`src/rtl/td4_pkg.sv`:
```
// Shared TD4 definitions: clock-mode encodings used by the clock generator,
// the CPU-side decoder and the top-level pin mapping.
package td4_pkg;

  typedef enum logic [1:0] {
    MODE_MANUAL = 2'b00,
    MODE_SLOW   = 2'b01,
    MODE_FAST   = 2'b10,
    MODE_FULL   = 2'b11
  } clk_mode_t;

  function automatic int unsigned max_div(input int unsigned a, input int unsigned b);
    return (a > b) ? a : b;
  endfunction

endpackage

```
`src/rtl/td4_clkgen_if.sv`:
```
// Board-side bundle of the TD4 clock generator: mode selector and raw step
// button in, CPU step strobe and issued-step counter out.
interface td4_clkgen_if;

  logic [1:0] mode;
  logic       step_btn;
  logic       cpu_en;
  logic [7:0] step_count;

  modport master (
    output mode,
    output step_btn,
    input  cpu_en,
    input  step_count
  );

  modport slave (
    input  mode,
    input  step_btn,
    output cpu_en,
    output step_count
  );

endinterface

```
`src/rtl/td4_debounce.sv`:
```
// Push-button front end: two-flop synchronizer, optional debounce filter
// (CLKGEN_DEBOUNCE_EN) and a one-cycle pulse on each accepted 0->1 change.
module td4_debounce #(
  parameter int unsigned DEB_CYCLES = 500_000
) (
  input  logic clk,
  input  logic rst,
  input  logic din,
  output logic level,
  output logic rise
);

  if (DEB_CYCLES < 32'd1) begin : g_bad_deb
    $error("td4_debounce: DEB_CYCLES must be at least 1");
  end

  logic s1_q;
  logic s2_q;
  logic deb_q;

  // Two-flop synchronizer for the asynchronous button.
  always_ff @(posedge clk) begin
    if (rst) begin
      s1_q <= 1'b0;
      s2_q <= 1'b0;
    end else begin
      s1_q <= din;
      s2_q <= s1_q;
    end
  end

`ifdef CLKGEN_DEBOUNCE_EN
  localparam int unsigned CW = (DEB_CYCLES > 32'd1) ? $clog2(DEB_CYCLES) : 1;
  localparam logic [CW-1:0] CNT_LAST = CW'(DEB_CYCLES - 32'd1);

  logic [CW-1:0] cnt_q;
  logic [CW-1:0] cnt_d;
  logic          deb_d;
  logic          prev_q;

  // A level change is accepted only after DEB_CYCLES consecutive differing samples.
  always_comb begin
    deb_d = deb_q;
    cnt_d = '0;
    if (s2_q != deb_q) begin
      if (cnt_q == CNT_LAST) begin
        deb_d = s2_q;
        cnt_d = '0;
      end else begin
        cnt_d = cnt_q + 1'b1;
      end
    end else begin
      cnt_d = '0;
    end
  end

  // Filter state and the delayed copy used for edge detection.
  always_ff @(posedge clk) begin
    if (rst) begin
      deb_q  <= 1'b0;
      cnt_q  <= '0;
      prev_q <= 1'b0;
    end else begin
      deb_q  <= deb_d;
      cnt_q  <= cnt_d;
      prev_q <= deb_q;
    end
  end

  assign level = deb_q;
  assign rise  = deb_q & ~prev_q;
`else
  // Unfiltered: deb tracks s2 one cycle late, so the edge is seen while s2 leads it.
  always_ff @(posedge clk) begin
    if (rst) begin
      deb_q <= 1'b0;
    end else begin
      deb_q <= s2_q;
    end
  end

  assign level = s2_q;
  assign rise  = s2_q & ~deb_q;
`endif

endmodule

```
`src/rtl/td4_clkgen.sv`:
```
// TD4 CPU clock-enable generator: manual step, slow/fast divided and full-speed
// cpu_en strobe plus issued-step counter. Button debounce via CLKGEN_DEBOUNCE_EN.
module td4_clkgen
  import td4_pkg::*;
#(
  parameter int unsigned DIV_SLOW   = 50_000_000,
  parameter int unsigned DIV_FAST   = 5_000_000,
  parameter int unsigned DEB_CYCLES = 500_000
) (
  input  logic         clk,
  input  logic         rst,
  td4_clkgen_if.slave  bus
);

  if ((DIV_SLOW < 32'd2) || (DIV_FAST < 32'd2)) begin : g_bad_div
    $error("td4_clkgen: DIV_SLOW and DIV_FAST must be at least 2");
  end

  localparam int unsigned DW = $clog2(max_div(DIV_SLOW, DIV_FAST));
  localparam logic [DW-1:0] SLOW_LAST = DW'(DIV_SLOW - 32'd1);
  localparam logic [DW-1:0] FAST_LAST = DW'(DIV_FAST - 32'd1);

  clk_mode_t     mode_s;
  clk_mode_t     mode_q;
  logic          mode_chg_s;
  logic [DW-1:0] div_last_s;
  logic [DW-1:0] div_cnt_q;
  logic [DW-1:0] div_cnt_d;
  logic          cpu_en_q;
  logic          cpu_en_d;
  logic [7:0]    step_count_q;
  logic [7:0]    step_count_d;
  logic          deb_level_s;
  logic          deb_rise_s;
  logic          press_s;

  td4_debounce #(
    .DEB_CYCLES (DEB_CYCLES)
  ) u_debounce (
    .clk   (clk),
    .rst   (rst),
    .din   (bus.step_btn),
    .level (deb_level_s),
    .rise  (deb_rise_s)
  );

  assign press_s    = deb_rise_s & deb_level_s;
  assign mode_s     = clk_mode_t'(bus.mode);
  assign mode_chg_s = (mode_s != mode_q);
  assign div_last_s = (mode_q == MODE_SLOW) ? SLOW_LAST : FAST_LAST;

  // Strobe/divider next state; a mode change restarts the count and emits nothing.
  always_comb begin
    div_cnt_d = '0;
    cpu_en_d  = 1'b0;
    if (mode_chg_s) begin
      div_cnt_d = '0;
      cpu_en_d  = 1'b0;
    end else begin
      case (mode_q)
        MODE_MANUAL: cpu_en_d = press_s;
        MODE_SLOW, MODE_FAST: begin
          if (div_cnt_q == div_last_s) begin
            cpu_en_d  = 1'b1;
            div_cnt_d = '0;
          end else begin
            cpu_en_d  = 1'b0;
            div_cnt_d = div_cnt_q + 1'b1;
          end
        end
        MODE_FULL:   cpu_en_d = 1'b1;
        default:     cpu_en_d = 1'b0;
      endcase
    end
  end

  assign step_count_d = step_count_q + {7'd0, cpu_en_q};

  // Mode register, divider, strobe and step counter.
  always_ff @(posedge clk) begin
    if (rst) begin
      mode_q       <= MODE_MANUAL;
      div_cnt_q    <= '0;
      cpu_en_q     <= 1'b0;
      step_count_q <= 8'd0;
    end else begin
      mode_q       <= mode_s;
      div_cnt_q    <= div_cnt_d;
      cpu_en_q     <= cpu_en_d;
      step_count_q <= step_count_d;
    end
  end

  assign bus.cpu_en     = cpu_en_q;
  assign bus.step_count = step_count_q;

endmodule

```
`src/flat_wrapper.sv`:
```
// flat-port wrapper written by rule: the top's interface ports become plain ports
module td4_clkgen_flat import td4_pkg::*;
#(
  parameter int unsigned DIV_SLOW   = 50_000_000,
  parameter int unsigned DIV_FAST   = 5_000_000,
  parameter int unsigned DEB_CYCLES = 500_000
)
  (clk, rst, bus_mode, bus_step_btn, bus_cpu_en, bus_step_count);
  td4_clkgen_if bus_i ();
  input  logic clk;
  input  logic rst;
  input wire logic [$bits(bus_i.mode)-1:0] bus_mode;
  input wire logic [$bits(bus_i.step_btn)-1:0] bus_step_btn;
  output wire logic [$bits(bus_i.cpu_en)-1:0] bus_cpu_en;
  output wire logic [$bits(bus_i.step_count)-1:0] bus_step_count;
  assign bus_i.mode = bus_mode;
  assign bus_i.step_btn = bus_step_btn;
  assign bus_cpu_en = bus_i.cpu_en;
  assign bus_step_count = bus_i.step_count;
  td4_clkgen #(.DIV_SLOW(DIV_SLOW), .DIV_FAST(DIV_FAST), .DEB_CYCLES(DEB_CYCLES)) u_core (.clk(clk), .rst(rst), .bus(bus_i));
endmodule
```
`config.mk`:
```
export PLATFORM = sky130hd
export DESIGN_NAME = td4_clkgen_flat
export DESIGN_NICKNAME = d
export VERILOG_FILES = /design/src/rtl/td4_pkg.sv /design/src/rtl/td4_clkgen_if.sv /design/src/rtl/td4_debounce.sv /design/src/rtl/td4_clkgen.sv /design/src/flat_wrapper.sv
export SDC_FILE = /design/constraint.sdc
export NUM_CORES = 1
export LEC_CHECK = 0
export CAP_MARGIN = 15
export CORE_MARGIN = 1.5
export CORE_UTILIZATION = 35
export DETAILED_ROUTE_END_ITERATION = 10
export MAX_ROUTING_LAYER = met4
export PLACE_DENSITY_LB_ADDON = 0.05
export RECOVER_POWER = 25
export SYNTH_ARGS = -nofsm -noshare
export SYNTH_HDL_FRONTEND = slang
export SYNTH_SLANG_ARGS = --single-unit
```
`constraint.sdc`:
```
create_clock -name clk -period 2.2 [get_ports clk]
set_clock_uncertainty 0.05 [all_clocks]
set_input_delay 0.33 -clock clk [delete_from_list [all_inputs] [get_ports clk]]
set_output_delay 0.33 -clock clk [all_outputs]
set_load 0.02 [all_outputs]
```
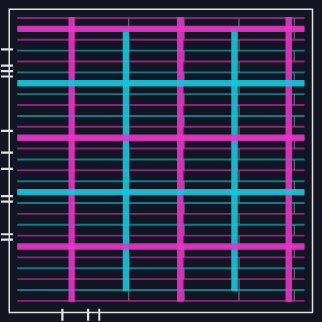
(PDN straps and rails)
Scale: 4 px per µm. Pins as bars on the die edge. Tap cells in grey.
colour	net
magenta	VSS
cyan	VDD
tap cells	70
met5 straps	5
rows	26
met1 rails	27
DIE HEIGHT: 75.4 µm
peak supply drop: 0.333 mV
die width: 75.4 µm

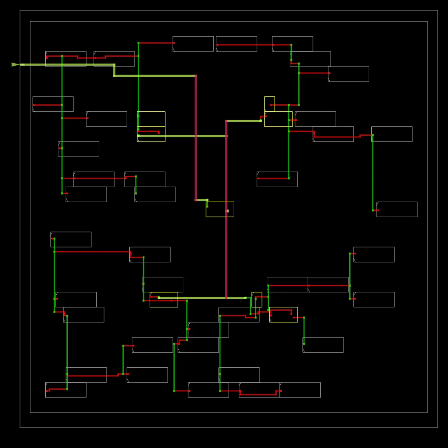
(clock wiring as the flow saved it)
Clock net power: 500 µW
CTS buffer count: 5

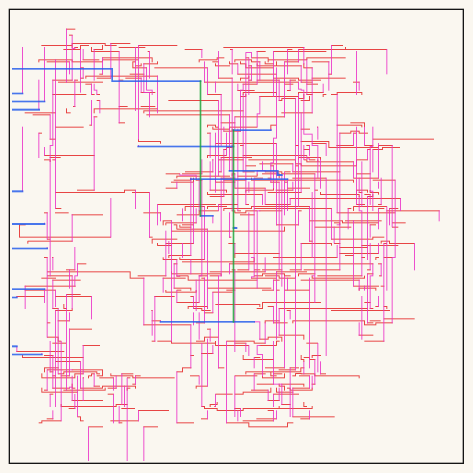
(routed metal, one colour a layer)
Scale: 6 px per µm.
colour	layer	wire length
magenta	met2	1770 µm
red	met1	1810 µm
blue	met3	134 µm
green	met4	54.4 µm

==> results.toml <==
# generated from flow reports
[status]
status = "complete, no violations"

[layout]
syn2layout_area_growth_pct = 22.4
lay_top_cells = "40 x dfxtp_1, 35 x nor2_1, 20 x xor2_1"
drive_above_1_share_pct = 11.5
comb_share_pct = 44.3
postLayoutCellArea_mm2 = 0.00225
combGateArea_um2 = 996
signal_buffers = 26
largest_reg_flops = 26
seq-cell-share_pct = 35.6
largestClassByArea = "combinational gates"
clk_share_pct = 4.12
clkbuf_count = 6
top_register = "u_core.div_cnt_q"
final_nets = 245
nFlopsAndLatches = 40

[setup_path]
critPathTopFamily = "simple AND/OR/NAND/NOR gates"
cp-startpoint = "u_core.mode_q[1]"
reg2reg_to = "u_core.div_cnt_q[3]"
cp-endpoint = "u_core.div_cnt_q[3]"
worst_path_max_delay_cell = "or4_4"
startpoint_type = "flip-flop"
cp-end-kind = "flip-flop"
path_class = "flip-flop to flip-flop"
required_ns = 2.33
r2r_cells = 8
path_max_fanout = 11
cp.arrival_ns = 2.21
reg2reg_setup_slack_ns = 0.13
worstReg2RegStart = "u_core.mode_q[1]"
worst-path-buf-inv = 2

[global_route]
grt_max_degree = 14
grtUsageMet1_pct = 19.9
grt_pass1_vias = 1423
met2_usage_pct = 24.1
grt_use_total_pct = 15.8
grt_pass1_wl_um = 6560
antenna_found_initial = 0
top_usage_layer = "met2"
grt-ovfl-total = 0

[logic_synthesis]
mux_share_pct = 0
synth_stat.cells = 205
ys_area_mm2 = 0.00184
syn_avg_cell_area_um2 = 8.96
ys_sh_adder_pct = 4.09
aoi_share_pct = 5.99
async_flop_share_pct = 0
synthDistinctLibCells = 34
top_area_cell = "dfxtp_1"
fp_nets = 216
ys_sh_simple_pct = 30.6
xor_share_pct = 12.9
netlist_instances = 205
synthTopLogicFamily = "simple AND/OR/NAND/NOR gates"
top_cells_by_count = "40 x dfxtp_1, 35 x nor2_1, 20 x xor2_1"
yosysTopAreaCellShare_pct = 43.6
synth-edff-count = 0
ys_seq_share_pct = 43.6
ys_warn_count = 0
synth.most_common_cell = "dfxtp_1"

[pwr]
netSwitchingPower_uw = 279
internal-power_mw = 1.01
p_leak_nw = 0.782
pwr-share-seq_pct = 57.1
power_leader = "registers"
p_per_area_mw_per_mm2 = 572
powerComb_uw = 52.2
power_mw = 1.29
power_frac_comb_pct = 4.1
pwr-share-clk_pct = 38.9
seq_power_uw = 734

[drt]
antenna_left = 0
wl_um = 3760
dr.pass1.iters = 4
vias = 1459
wl_met2_um = 1770
met1_length_um = 1810
drt_iter0_markers = 78
top_layer = "met4"
wl_met3_um = 134
viasPerCell = 4.78

[clock_network]
path_clk_slew_ns = 0.08
cts_tree = "done"
cts_resized = 0
cts_hold_buf = 0
cts-root-buf = "clkbuf_8"
clk_latency_ns = 0.29
cts_num_sinks = 40
cts_buffer_depth = 2
htreeDepth = 2
postCtsSetupBuffers = 0

[sta]
fin_tns_setup_ns = 0
final-hold-violation-count = 0
min_period_over_period_pct = 94.2
setup_slack_ns = 0.128
rsz0062_at_grt = "no"
slew_headroom_pct = 62.9
finalSetupViolCount = 0
hold_slack_ns = 0.383
min_period_ns = 2.07

[die]
std_cell_rows = 26
dieArea_mm2 = 0.00569
io_pins = 14
floorplan.core_util_pct = 36.2
core_mm2 = 0.00507
nWellTaps = 70

[flow_run]
drv_cap = 0
warnings = 28

[hold_path]
hold_path_class = "flip-flop to flip-flop"
hold_depth = 2
hp-start = "u_core.u_debounce.level"

[placement]
dp.cells = 297
io_buffers = 13
gp_congestion = 0.798
place_worst_setup_slack_ns = 0.0588
Power and IR drop assume default switching activity.
